File: config.mk
export PLATFORM = sky130hd
export DESIGN_NAME = seq_alu
export DESIGN_NICKNAME = d
export VERILOG_FILES = /design/src/rtl/seq_alu.sv
export SDC_FILE = /design/constraint.sdc
export NUM_CORES = 1
export LEC_CHECK = 0
export ABC_AREA = 1
export CAP_MARGIN = 10
export CORE_UTILIZATION = 35
export DETAILED_ROUTE_END_ITERATION = 10
export HOLD_SLACK_MARGIN = 0.12
export PLACE_DENSITY = 0.6
export SLEW_MARGIN = 30
export SYNTH_ARGS = -nofsm -noshare
export SYNTH_HDL_FRONTEND = slang
export SYNTH_SLANG_ARGS = --single-unit
File: constraint.sdc
create_clock -name clk -period 2.65 [get_ports clk]
set_input_delay 0.3975 -clock clk [delete_from_list [all_inputs] [get_ports clk]]
set_output_delay 0.3975 -clock clk [all_outputs]
set_load 0.005 [all_outputs]
File: src/rtl/seq_alu.sv
// seq_alu: multi-cycle integer ALU with valid/ready handshakes.
// Single-cycle logic, compare and add/sub ops complete in one cycle.
// MUL/MULHU/DIVU/REMU iterate one bit per cycle for WIDTH cycles.
module seq_alu #(
  parameter int unsigned WIDTH = 32,
  parameter int unsigned CBITS = 4
) (
  input  logic             clk,
  input  logic             rst_n,
  input  logic             in_valid,
  output logic             in_ready,
  input  logic [WIDTH-1:0] first,
  input  logic [WIDTH-1:0] second,
  input  logic [CBITS-1:0] control,
  output logic             out_valid,
  input  logic             out_ready,
  output logic [WIDTH-1:0] result,
  output logic             zero
);

  localparam int unsigned CNT_W = $clog2(WIDTH) + 1;

  localparam logic [1:0] ST_IDLE = 2'd0;
  localparam logic [1:0] ST_CALC = 2'd1;
  localparam logic [1:0] ST_DONE = 2'd2;

  localparam logic [CBITS-1:0] OP_AND  = CBITS'(4'b0000);
  localparam logic [CBITS-1:0] OP_OR   = CBITS'(4'b0001);
  localparam logic [CBITS-1:0] OP_ADD  = CBITS'(4'b0010);
  localparam logic [CBITS-1:0] OP_XOR  = CBITS'(4'b0011);
  localparam logic [CBITS-1:0] OP_SLTU = CBITS'(4'b0101);
  localparam logic [CBITS-1:0] OP_SUB  = CBITS'(4'b0110);
  localparam logic [CBITS-1:0] OP_SLT  = CBITS'(4'b0111);
  localparam logic [CBITS-1:0] OP_NOR  = CBITS'(4'b1100);

  // Low two bits of a multi-cycle code select the flavour.
  localparam logic [1:0] MC_MUL   = 2'b00;
  localparam logic [1:0] MC_MULHU = 2'b01;
  localparam logic [1:0] MC_DIVU  = 2'b10;

  logic [1:0]         state_q, state_d;
  logic [WIDTH-1:0]   result_q, result_d;
  logic [2*WIDTH-1:0] acc_q, acc_d;
  logic [WIDTH-1:0]   rem_q, rem_d;
  logic [WIDTH-1:0]   opa_q, opa_d;
  logic [WIDTH-1:0]   opb_q, opb_d;
  logic [CNT_W-1:0]   cnt_q, cnt_d;
  logic [1:0]         op_q, op_d;
  logic               div0_q, div0_d;

  logic [WIDTH-1:0]   alu_c;
  logic               is_multi_c;
  logic [WIDTH:0]     mul_sum_c;
  logic [2*WIDTH-1:0] mul_next_c;
  logic [WIDTH:0]     div_shift_c;
  logic [WIDTH:0]     div_diff_c;
  logic               div_ge_c;
  logic [WIDTH-1:0]   quo_next_c;
  logic [WIDTH-1:0]   rem_next_c;
  logic [WIDTH-1:0]   calc_res_c;

  // Single-cycle result from the live operands.
  always_comb begin
    alu_c = '0;
    case (control)
      OP_AND:  alu_c = first & second;
      OP_OR:   alu_c = first | second;
      OP_ADD:  alu_c = first + second;
      OP_XOR:  alu_c = first ^ second;
      OP_SLTU: alu_c = WIDTH'(first < second);
      OP_SUB:  alu_c = first - second;
      OP_SLT:  alu_c = WIDTH'($signed(first) < $signed(second));
      OP_NOR:  alu_c = ~(first | second);
      default: alu_c = '0;
    endcase
  end

  assign is_multi_c = (control[CBITS-1:CBITS-2] == 2'b10);

  // One shift-add multiply step: hi half accumulates B, whole pair shifts right.
  always_comb begin
    mul_sum_c  = {1'b0, acc_q[2*WIDTH-1:WIDTH]} + (acc_q[0] ? {1'b0, opb_q} : '0);
    mul_next_c = {mul_sum_c, acc_q[WIDTH-1:1]};
  end

  // One restoring divide step: quotient bits shift in at the bottom of acc_q.
  always_comb begin
    div_shift_c = {rem_q, acc_q[WIDTH-1]};
    div_diff_c  = div_shift_c - {1'b0, opb_q};
    div_ge_c    = ~div_diff_c[WIDTH];
    quo_next_c  = {acc_q[WIDTH-2:0], div_ge_c};
    rem_next_c  = div_ge_c ? div_diff_c[WIDTH-1:0] : div_shift_c[WIDTH-1:0];
  end

  // Final multi-cycle result, with the divide-by-zero results forced.
  always_comb begin
    calc_res_c = '0;
    case (op_q)
      MC_MUL:   calc_res_c = mul_next_c[WIDTH-1:0];
      MC_MULHU: calc_res_c = mul_next_c[2*WIDTH-1:WIDTH];
      MC_DIVU:  calc_res_c = div0_q ? '1 : quo_next_c;
      default:  calc_res_c = div0_q ? opa_q : rem_next_c;
    endcase
  end

  // Next-state and datapath register updates.
  always_comb begin
    state_d  = state_q;
    result_d = result_q;
    acc_d    = acc_q;
    rem_d    = rem_q;
    opa_d    = opa_q;
    opb_d    = opb_q;
    cnt_d    = cnt_q;
    op_d     = op_q;
    div0_d   = div0_q;
    case (state_q)
      ST_IDLE: begin
        if (in_valid) begin
          if (is_multi_c) begin
            acc_d   = {WIDTH'(0), first};
            rem_d   = '0;
            opa_d   = first;
            opb_d   = second;
            cnt_d   = '0;
            op_d    = control[1:0];
            div0_d  = (second == '0);
            state_d = ST_CALC;
          end else begin
            result_d = alu_c;
            state_d  = ST_DONE;
          end
        end
      end
      ST_CALC: begin
        if (op_q[1]) begin
          acc_d = {WIDTH'(0), quo_next_c};
          rem_d = rem_next_c;
        end else begin
          acc_d = mul_next_c;
        end
        if (cnt_q == CNT_W'(WIDTH - 1)) begin
          result_d = calc_res_c;
          state_d  = ST_DONE;
        end else begin
          cnt_d = cnt_q + CNT_W'(1);
        end
      end
      ST_DONE: begin
        if (out_ready) begin
          state_d = ST_IDLE;
        end
      end
      default: state_d = ST_IDLE;
    endcase
  end

  // State and datapath registers; reset discards any op in flight.
  always_ff @(posedge clk or negedge rst_n) begin
    if (!rst_n) begin
      state_q  <= ST_IDLE;
      result_q <= '0;
      acc_q    <= '0;
      rem_q    <= '0;
      opa_q    <= '0;
      opb_q    <= '0;
      cnt_q    <= '0;
      op_q     <= '0;
      div0_q   <= 1'b0;
    end else begin
      state_q  <= state_d;
      result_q <= result_d;
      acc_q    <= acc_d;
      rem_q    <= rem_d;
      opa_q    <= opa_d;
      opb_q    <= opb_d;
      cnt_q    <= cnt_d;
      op_q     <= op_d;
      div0_q   <= div0_d;
    end
  end

  assign in_ready  = (state_q == ST_IDLE);
  assign out_valid = (state_q == ST_DONE);
  assign result    = result_q;
  assign zero      = (result_q == '0);

endmodule
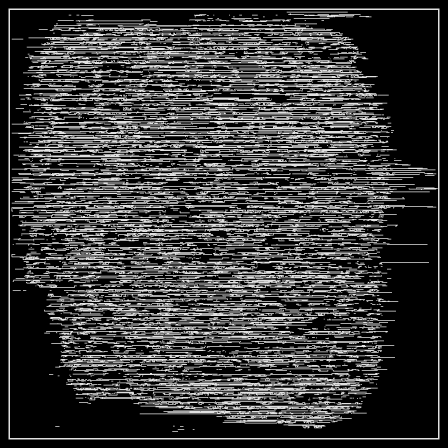
met1.png
4056 nets have wire on it. The wires run mostly horizontal. The longest straight run is 69.5 µm. The layer holds 45% of the routed length.
vias: 25500
Global Route met1 Usage: 41.0%

==> out/summary.txt <==
run status: finished, violations left
failing checks: negative setup slack
P&R area growth vs syn: 38.9%
Final Setup Violations: 32
initial antenna violation count: 0
vias in the first global route: 23700
Synth Area in Simple Gates: 33.2%
Max FO, Critical Path: 3
row count: 90
pre-CTS setup slack: -540 ps
I/O pin count: 107
most common cell in the synthesized netlist: nand2_1
EDFF count, synth: 0
critical path startpoint category: flop
Starting Density: 35.5%
CTS sink count: 203
slack of the critical path: -146 ps
layout cells sized above 1: 22.8%
Setup TNS Final: -2550 ps
final wirelength: 94.4 mm
Crit path buffers/inverters: 3
CTS tree: done
Synth Area per Inst: 6.09 µm²
placer congestion estimate: 1.02
gr usage total: 29.2%
leading area contributor after synthesis: dfrtp_1
Final Hold Viols: 0
first-pass GRT wire length: 140 mm
Die ar.: 62100 µm²
Post-synth ARST share: 100%
reg-to-reg startpoint: acc_q[31]$_DFFE_PN0P_
CP Capture Type: flop
Critical-path top delay cell: dfrtp_1
RSZ-0062 raised after global routing: true
P_leak: 16.2 nW
Final Power: 33.5 mW
Root Driver: clkbuf_16
xor+xnor area frac: 1.23%
Port Buffer Count: 106
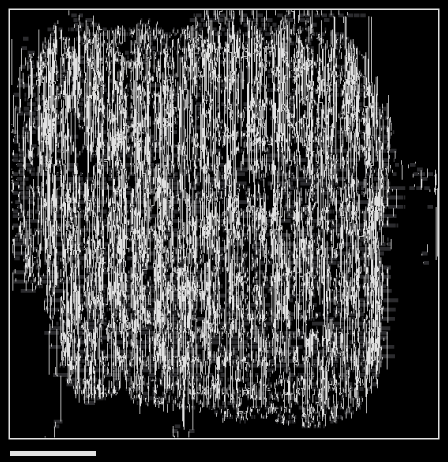
met2.png
Bar = 50 µm.
The wires run mostly vertical. 3472 nets have wire on it. The layer holds 44% of the routed length. The layer carries 41.6 mm of wire. The longest straight run is 101 µm.

-- cells by family after synthesis --
group                    after synthesis
AND-OR/OR-AND                        676
XOR/XNOR                              30
buffers and inverters                733
flip-flops                           203
AND/OR/NAND/NOR                     1707
adder cells (fa/ha/maj)              168
-- how the worst max path moves through the flow --
stage	from	end	slack, ps	cells past startpoint
2_1_floorplan	acc_q[0]$_DFFE_PN0P_	result[13]$_DFFE_PN0P_	10	20
3_3_place_gp	second[14]	result[20]$_DFFE_PN0P_	-560	15
3_5_place_dp	second[15]	result[0]$_DFFE_PN0P_	-540	18
4_1_cts	acc_q[31]$_DFFE_PN0P_	result[14]$_DFFE_PN0P_	-140	21
5_1_grt	acc_q[0]$_DFFE_PN0P_	result[30]$_DFFE_PN0P_	-240	17
6_report	acc_q[31]$_DFFE_PN0P_	result[28]$_DFFE_PN0P_	-150	21
-- cell usage in the layout (no fill, tap or decap), drive strengths merged, types with 3 or more instances in the layout --
cell	netlist	routed
xor2	15	15
a21oi	222	222
fa	4	4
nor4	13	13
o2111ai	3	3
o21a	4	4
clkdlybuf4s50	0	104
nand2	1123	1123
a21o	12	12
a221oi	23	23
a22o	10	10
clkinv	2	6
a21boi	26	26
o211ai	20	20
and2	5	5
nand3	253	253
o21ai	259	259
o221ai	9	9
a32o	9	9
a22oi	27	27
nor3	33	33
buf	50	575
nand3b	9	9
o21bai	13	13
clkbuf	80	39
a31oi	4	4
nor2	215	215
nand4	30	30
ha	164	164
inv	601	601
xnor2	15	15
dfrtp	203	203
or2	24	24
o22ai	31	31
-- flip-flops by register name, indices dropped and copies added, names as in the netlist --
name     count
div0_q       1
rem_q       32
acc_q       64
result      32
state_q      2
op_q         2
opa_q       32
opb_q       32
cnt_q        6
-- per-stage QoR --
step | util, % | cells
floorplan | - | 3517
global placement | 45.2 | 4833
detailed placement | 45.2 | 4833
CTS | 47.3 | 4880
global route | 49.3 | 4894
finish | 49.3 | 4894
-- area by class of cell --
cell class                 instances  area, µm²
multi-input combinational       2581      14800
clock buffer                      33        673
clock inverter                     6       80.1
inverter                         603       2270
tap                              782        978
fill                            6151      30600
timing repair buffer             686       5820
sequential                       203       5080
-- routing by layer --
layer / up-vias / GRT usage (%) / share of wire (%)
met5: - / 0 / 0
met4: 0 / 11.2 / 4.3
met3: 152 / 2.93 / 6.8
met2: 1007 / 45.8 / 44
met1: 11900 / 41.0 / 45
li1: 12400 / - / -
-- where the power goes --
part / total, mW / internal, mW / leakage (nW) / switching (mW)
sequential: 5.77 / 4.54 / 2.54 / 1.23
combinational: 24.4 / 10.1 / 13.3 / 14.3
clock: 3.32 / 1.94 / 0.375 / 1.37
total: 33.5 / 16.6 / 16.2 / 16.9
-- what timing repair did --
item	4_1_cts	5_1_grt
endpoints found under the setup margin	49	71
gates resized	96	250
pin swaps	27	69
setup buffers	5	8
hold buffers	1	0
endpoints found under the hold margin	46	0
cloned	2	6
Power figures rest on the tool's default switching activity, not on a simulated workload.
